File: src/rtl/hazard_ctrl.sv
// hazard_ctrl: backward-flowing stall/flush control for the 5-stage pipeline.
// Detects load-use hazards, taken-branch squashes and data-memory wait-states,
// sequences the resulting stalls with a small FSM and keeps saturating
// stall / flush statistics.
module hazard_ctrl #(
  parameter int LOAD_STALL = 1,
  parameter int CNT_W      = 16
) (
  input  logic             clk,
  input  logic             reset,
  input  logic [4:0]       ifid_rs,
  input  logic [4:0]       ifid_rt,
  input  logic             ifid_uses_rt,
  input  logic             idex_mem_read,
  input  logic [4:0]       idex_rt,
  input  logic             ex_branch_taken,
  input  logic             mem_req,
  input  logic             mem_ready,
  output logic             pc_write,
  output logic             ifid_write,
  output logic             ifid_flush,
  output logic             idex_write,
  output logic             idex_bubble,
  output logic             exmem_write,
  output logic [1:0]       state_o,
  output logic [CNT_W-1:0] stall_cycles,
  output logic [CNT_W-1:0] flush_count
);

  typedef enum logic [1:0] {
    RUN      = 2'd0,
    LU_HOLD  = 2'd1,
    MEM_WAIT = 2'd2
  } state_t;

  // Extra hold cycles after the first load-use bubble.
  localparam logic [2:0]       HOLD_INIT = 3'(LOAD_STALL - 1);
  localparam logic [CNT_W-1:0] CNT_MAX   = {CNT_W{1'b1}};
  localparam logic [CNT_W-1:0] CNT_ONE   = CNT_W'(1);

  state_t           state_reg, state_next;
  state_t           ret_state_reg, ret_state_next;
  state_t           mode;
  logic [2:0]       hold_reg, hold_next;
  logic [CNT_W-1:0] stall_cycles_reg, flush_count_reg;

  logic freeze;
  logic lu;
  logic flush_event;
  logic pc_we, ifid_we, ifid_fl, idex_we, idex_bub, exmem_we;

  assign freeze = mem_req & ~mem_ready;

  // Load in ID/EX writes a register that the IF/ID instruction reads ($zero excluded).
  assign lu = idex_mem_read & (idex_rt != 5'd0) &
              ((idex_rt == ifid_rs) | (ifid_uses_rt & (idex_rt == ifid_rt)));

  // Next-state and pipeline control decode; MEM_WAIT resolves to the saved state once memory is ready.
  always_comb begin
    pc_we          = 1'b1;
    ifid_we        = 1'b1;
    ifid_fl        = 1'b0;
    idex_we        = 1'b1;
    idex_bub       = 1'b0;
    exmem_we       = 1'b1;
    flush_event    = 1'b0;
    state_next     = state_reg;
    ret_state_next = ret_state_reg;
    hold_next      = hold_reg;
    mode           = (state_reg == MEM_WAIT) ? ret_state_reg : state_reg;

    if ((state_reg == MEM_WAIT) && !mem_ready) begin
      // Whole pipeline frozen while the data memory is still busy.
      pc_we    = 1'b0;
      ifid_we  = 1'b0;
      idex_we  = 1'b0;
      exmem_we = 1'b0;
    end else if (freeze) begin
      // Freeze wins over everything; remember where to resume. Hold count is kept.
      pc_we          = 1'b0;
      ifid_we        = 1'b0;
      idex_we        = 1'b0;
      exmem_we       = 1'b0;
      ret_state_next = mode;
      state_next     = MEM_WAIT;
    end else if (mode == LU_HOLD) begin
      // Continue an in-progress load-use stall; EX holds a bubble so no branch here.
      pc_we      = 1'b0;
      ifid_we    = 1'b0;
      idex_bub   = 1'b1;
      hold_next  = hold_reg - 3'd1;
      state_next = (hold_reg == 3'd1) ? RUN : LU_HOLD;
    end else if (ex_branch_taken) begin
      // Squash the wrong-path instructions in IF/ID and ID; any load-use is moot.
      ifid_fl     = 1'b1;
      idex_bub    = 1'b1;
      flush_event = 1'b1;
      state_next  = RUN;
    end else if (lu) begin
      // Hold PC and IF/ID, inject a bubble into ID/EX.
      pc_we    = 1'b0;
      ifid_we  = 1'b0;
      idex_bub = 1'b1;
      if (LOAD_STALL == 1) begin
        state_next = RUN;
      end else begin
        hold_next  = HOLD_INIT;
        state_next = LU_HOLD;
      end
    end else begin
      state_next = RUN;
    end
  end

  // State, hold counter and saturating statistics registers.
  always_ff @(posedge clk or posedge reset) begin
    if (reset) begin
      state_reg        <= RUN;
      ret_state_reg    <= RUN;
      hold_reg         <= 3'd0;
      stall_cycles_reg <= '0;
      flush_count_reg  <= '0;
    end else begin
      state_reg     <= state_next;
      ret_state_reg <= ret_state_next;
      hold_reg      <= hold_next;
      if (!pc_we && (stall_cycles_reg != CNT_MAX)) begin
        stall_cycles_reg <= stall_cycles_reg + CNT_ONE;
      end
      if (flush_event && (flush_count_reg != CNT_MAX)) begin
        flush_count_reg <= flush_count_reg + CNT_ONE;
      end
    end
  end

  // Every enable, flush and bubble is forced low while reset is asserted.
  assign pc_write     = pc_we    & ~reset;
  assign ifid_write   = ifid_we  & ~reset;
  assign ifid_flush   = ifid_fl  & ~reset;
  assign idex_write   = idex_we  & ~reset;
  assign idex_bubble  = idex_bub & ~reset;
  assign exmem_write  = exmem_we & ~reset;
  assign state_o      = state_reg;
  assign stall_cycles = stall_cycles_reg;
  assign flush_count  = flush_count_reg;

endmodule

File: config.mk
export PLATFORM = sky130hd
export DESIGN_NAME = hazard_ctrl
export DESIGN_NICKNAME = d
export VERILOG_FILES = /design/src/rtl/hazard_ctrl.sv
export SDC_FILE = /design/constraint.sdc
export NUM_CORES = 1
export LEC_CHECK = 0
export ABC_AREA = 1
export CORE_MARGIN = 3
export CORE_UTILIZATION = 50
export DETAILED_ROUTE_END_ITERATION = 8
export PLACE_DENSITY_LB_ADDON = 0.08
export SLEW_MARGIN = 20
export SYNTH_ARGS = -nofsm -noshare
export SYNTH_HDL_FRONTEND = slang
export SYNTH_SLANG_ARGS = --single-unit
export TNS_END_PERCENT = 100
File: constraint.sdc
create_clock -name clk -period 2.1 [get_ports clk]
set_input_delay 0.42 -clock clk [delete_from_list [all_inputs] [get_ports clk]]
set_output_delay 0.42 -clock clk [all_outputs]
set_load 0.05 [all_outputs]
==> flow_metrics.tcl <==
# place-and-route summary
set metrics [dict create \
    ctsHoldBuffers 0 \
    hp-class "register to register" \
    path_clk_slew_ns 0.08 \
    ant_nets 0 \
    first_global_vias 2361 \
    clock-root-buffer "clkbuf_8" \
    clock_skew_ns 0.0100 \
    drv_cap 0 \
    average_instance_area_after_synthesis_um2 7.38 \
    clk_path_buf_depth 2 \
    final_layout_size_suffix_gt1_frac 0.143 \
    fmax_mhz 490 \
    holdPathEnd "hold_reg[0]$_DFFE_PP0P_" \
    detailedRoute.firstIterationViolations 111 \
    detail_route.first_pass.iterations 4 \
    outcome "completed" \
    groute.usage.overall 0.204 \
    setup-tns-final_ns 0 \
    period_minus_slack_ns 2.04 \
    netlist_area_um2 2490 \
    syn-num-nets 363 \
    number_of_levels_in_the_clock_h_tree 2 \
    worstSetupPathType "register to output port" \
    final-hold-violation-count 0 \
    crit_path_frequent_cell "nand2_4" \
    max_fo_critical_path 4 \
    core_um2 4750 \
    power_leakage_uw 0.00171 \
    share_of_the_clock_period_used_by_the_worst_path 0.972 \
    rr_endpoint "stall_cycles[10]$_DFFE_PP0P_" \
    design_power_total_uw 3190 \
    worst_slew_pin_slew_ns 0.518 \
    min_from "hold_reg[0]$_DFFE_PP0P_" \
    timing.critical_path.arrival_ns 1.62 \
    grt_remaining_overflow 0 \
    stage_log_warnings 28 \
    area_leaders "dfrtp_1 39%, nand2_1 16%, nand4_1 5.8%" \
    floorplan.rows 25 \
    global_route_wire_length_before_repair_mm 10.0 \
    hold_path_depth 1 \
    syn_to_final_growth_pct 40.6 \
    ys_ff 39 \
    final_max_slew_viol_count 0 \
    cts_tree "built" \
    gp_congestion 0.844 \
]
==> where the power goes <==
group / leakage [uW] / internal [uW] / switching, uW
sequential: 0.000505 / 904 / 158
clock: 0.0000514 / 355 / 272
combinational: 0.00115 / 558 / 941
total: 0.00171 / 1820 / 1370
==> routing by layer <==
layer / global-route usage / routed length [um]
met5: 0 / 0
met4: 0.0688 / 63
met3: 0.0473 / 296
met2: 0.356 / 2830
met1: 0.248 / 2500
==> worst max-delay path: cells and delay by family (launching register included) <==
kind	cells	cell delay, ns
buf+inv	2	0.22
compound gates	2	0.41
simple gates	3	0.28
flops	1	0.43
==> cell usage after synthesis, drive strengths merged <==
cell type and count:
dfrtp 39, nand2 111, o21bai 1, a31oi 1
nand4 24, inv 40, xnor2 12, nor3 6
o21ai 9, nand3 19, nor2 38, nor4 1
nand3b 2, a21boi 1, ha 4, buf 10
xor2 14, a21oi 3, clkinv 1, a211oi 1
==> through the flow <==
stage	area (um2)	cells
floorplan	2550	337
global placement	3320	466
detailed placement	3320	466
CTS	3470	478
global route	3500	480
finish	3500	480
==> layout make-up <==
| type | instances | area, um2 |
|---|---|---|
| clock inverter | 2 | 37.5 |
| multi-input combinational | 247 | 1360 |
| timing repair buffer | 78 | 816 |
| inverter | 41 | 154 |
| clock buffer | 6 | 72.6 |
| tap | 67 | 83.8 |
| sequential | 39 | 978 |
| fill | 388 | 1260 |
==> worst max-delay path by stage <==
stage                            from          to  slack [ns]  depth (start not counted)
2_1_floorplan  state_o[1]$_DFFE_PP0N_    pc_write       -0.18                          9
3_3_place_gp               idex_rt[3]  ifid_write       -0.19                          9
3_5_place_dp               idex_rt[2]  ifid_write       -0.24                          9
4_1_cts                     mem_ready  ifid_write       0.002                          8
5_1_grt                    idex_rt[1]  ifid_write      -0.003                         11
6_report       state_o[0]$_DFFE_PP0N_  ifid_write        0.06                          7
==> logic make-up (layout without fill, tap and decap cells) <==
| family | Yosys count | after routing | synth area share |
|---|---|---|---|
| adders and majority gates | 4 | 4 | 0.0201 |
| AOI/OAI and AO/OA | 16 | 16 | 0.0357 |
| xor gates and xnor gates | 26 | 26 | 0.0915 |
| and+or+nand+nor | 201 | 201 | 0.370 |
| DFF | 39 | 39 | 0.392 |
| buffers and inverters | 51 | 127 | 0.0905 |
==> timing repair <==
action,in CTS,in global routing
cloned,0,0
buffers inserted,4,2
resized,21,7
setup endpoints to repair,3,5
pin swaps,11,12
placement_by_type.png
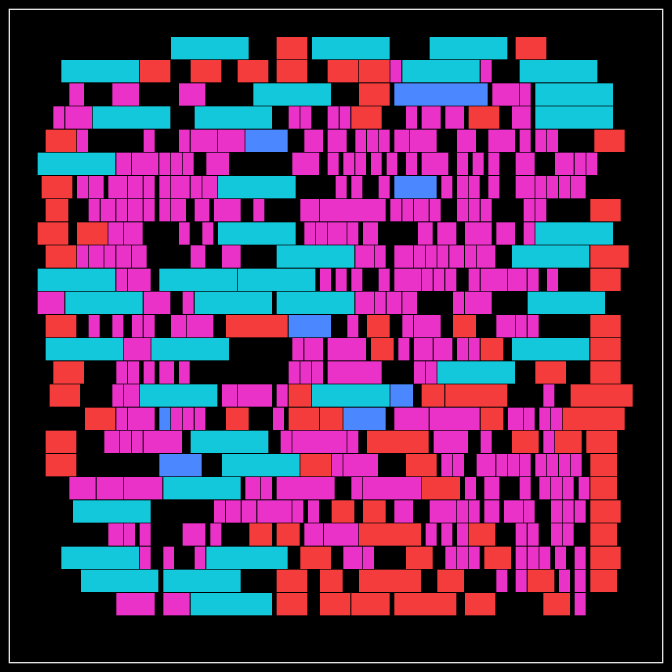
combinational and other logic -> magenta  # cells 288
sequential cells -> cyan  # cells 39
remaining buffers and delay cells -> red  # cells 78
clock drivers and dummy loads -> blue  # cells 8

flops_by_reg.png
Other sequential cells in the stronger grey, the rest of the logic in the fainter grey.
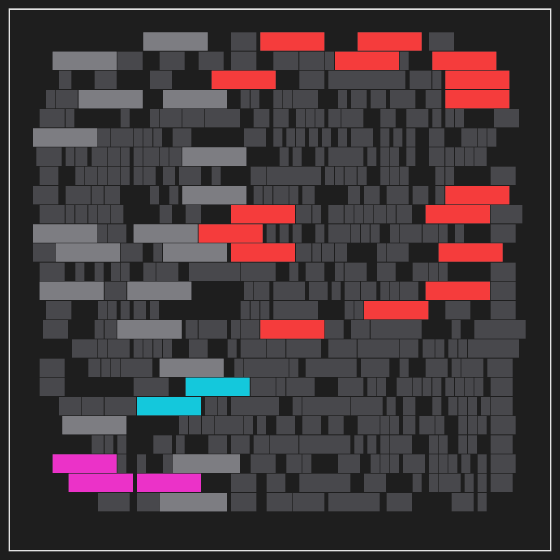
`hold_reg` -> magenta  # placed flops 3
`ret_state_reg` -> cyan  # placed flops 2
`stall_cycles` -> red  # placed flops 16
not coloured = 18

clocks.png
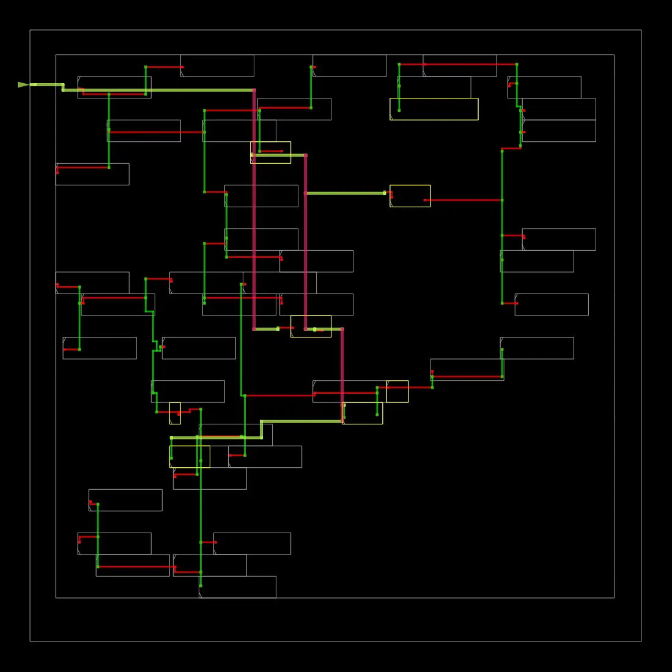
number of clock buffers in the layout: 6
insertion delay to the later sink of the worst-skew pair: 0.30 ns
clock sink total: 39
number of flip-flops and latches: 39

logic_types.png
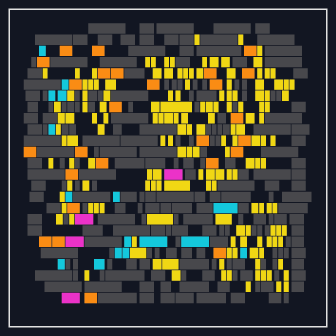
xor and xnor cells -> orange  # cells 26, most used xor2_1
aoi and oai cells -> cyan  # cells 16, most used o21ai_0
nand cells -> yellow  # cells 156, most used nand2_1
fa/ha/maj cells -> magenta  # cells 4, most used ha_1

Power and IR drop assume default switching activity.
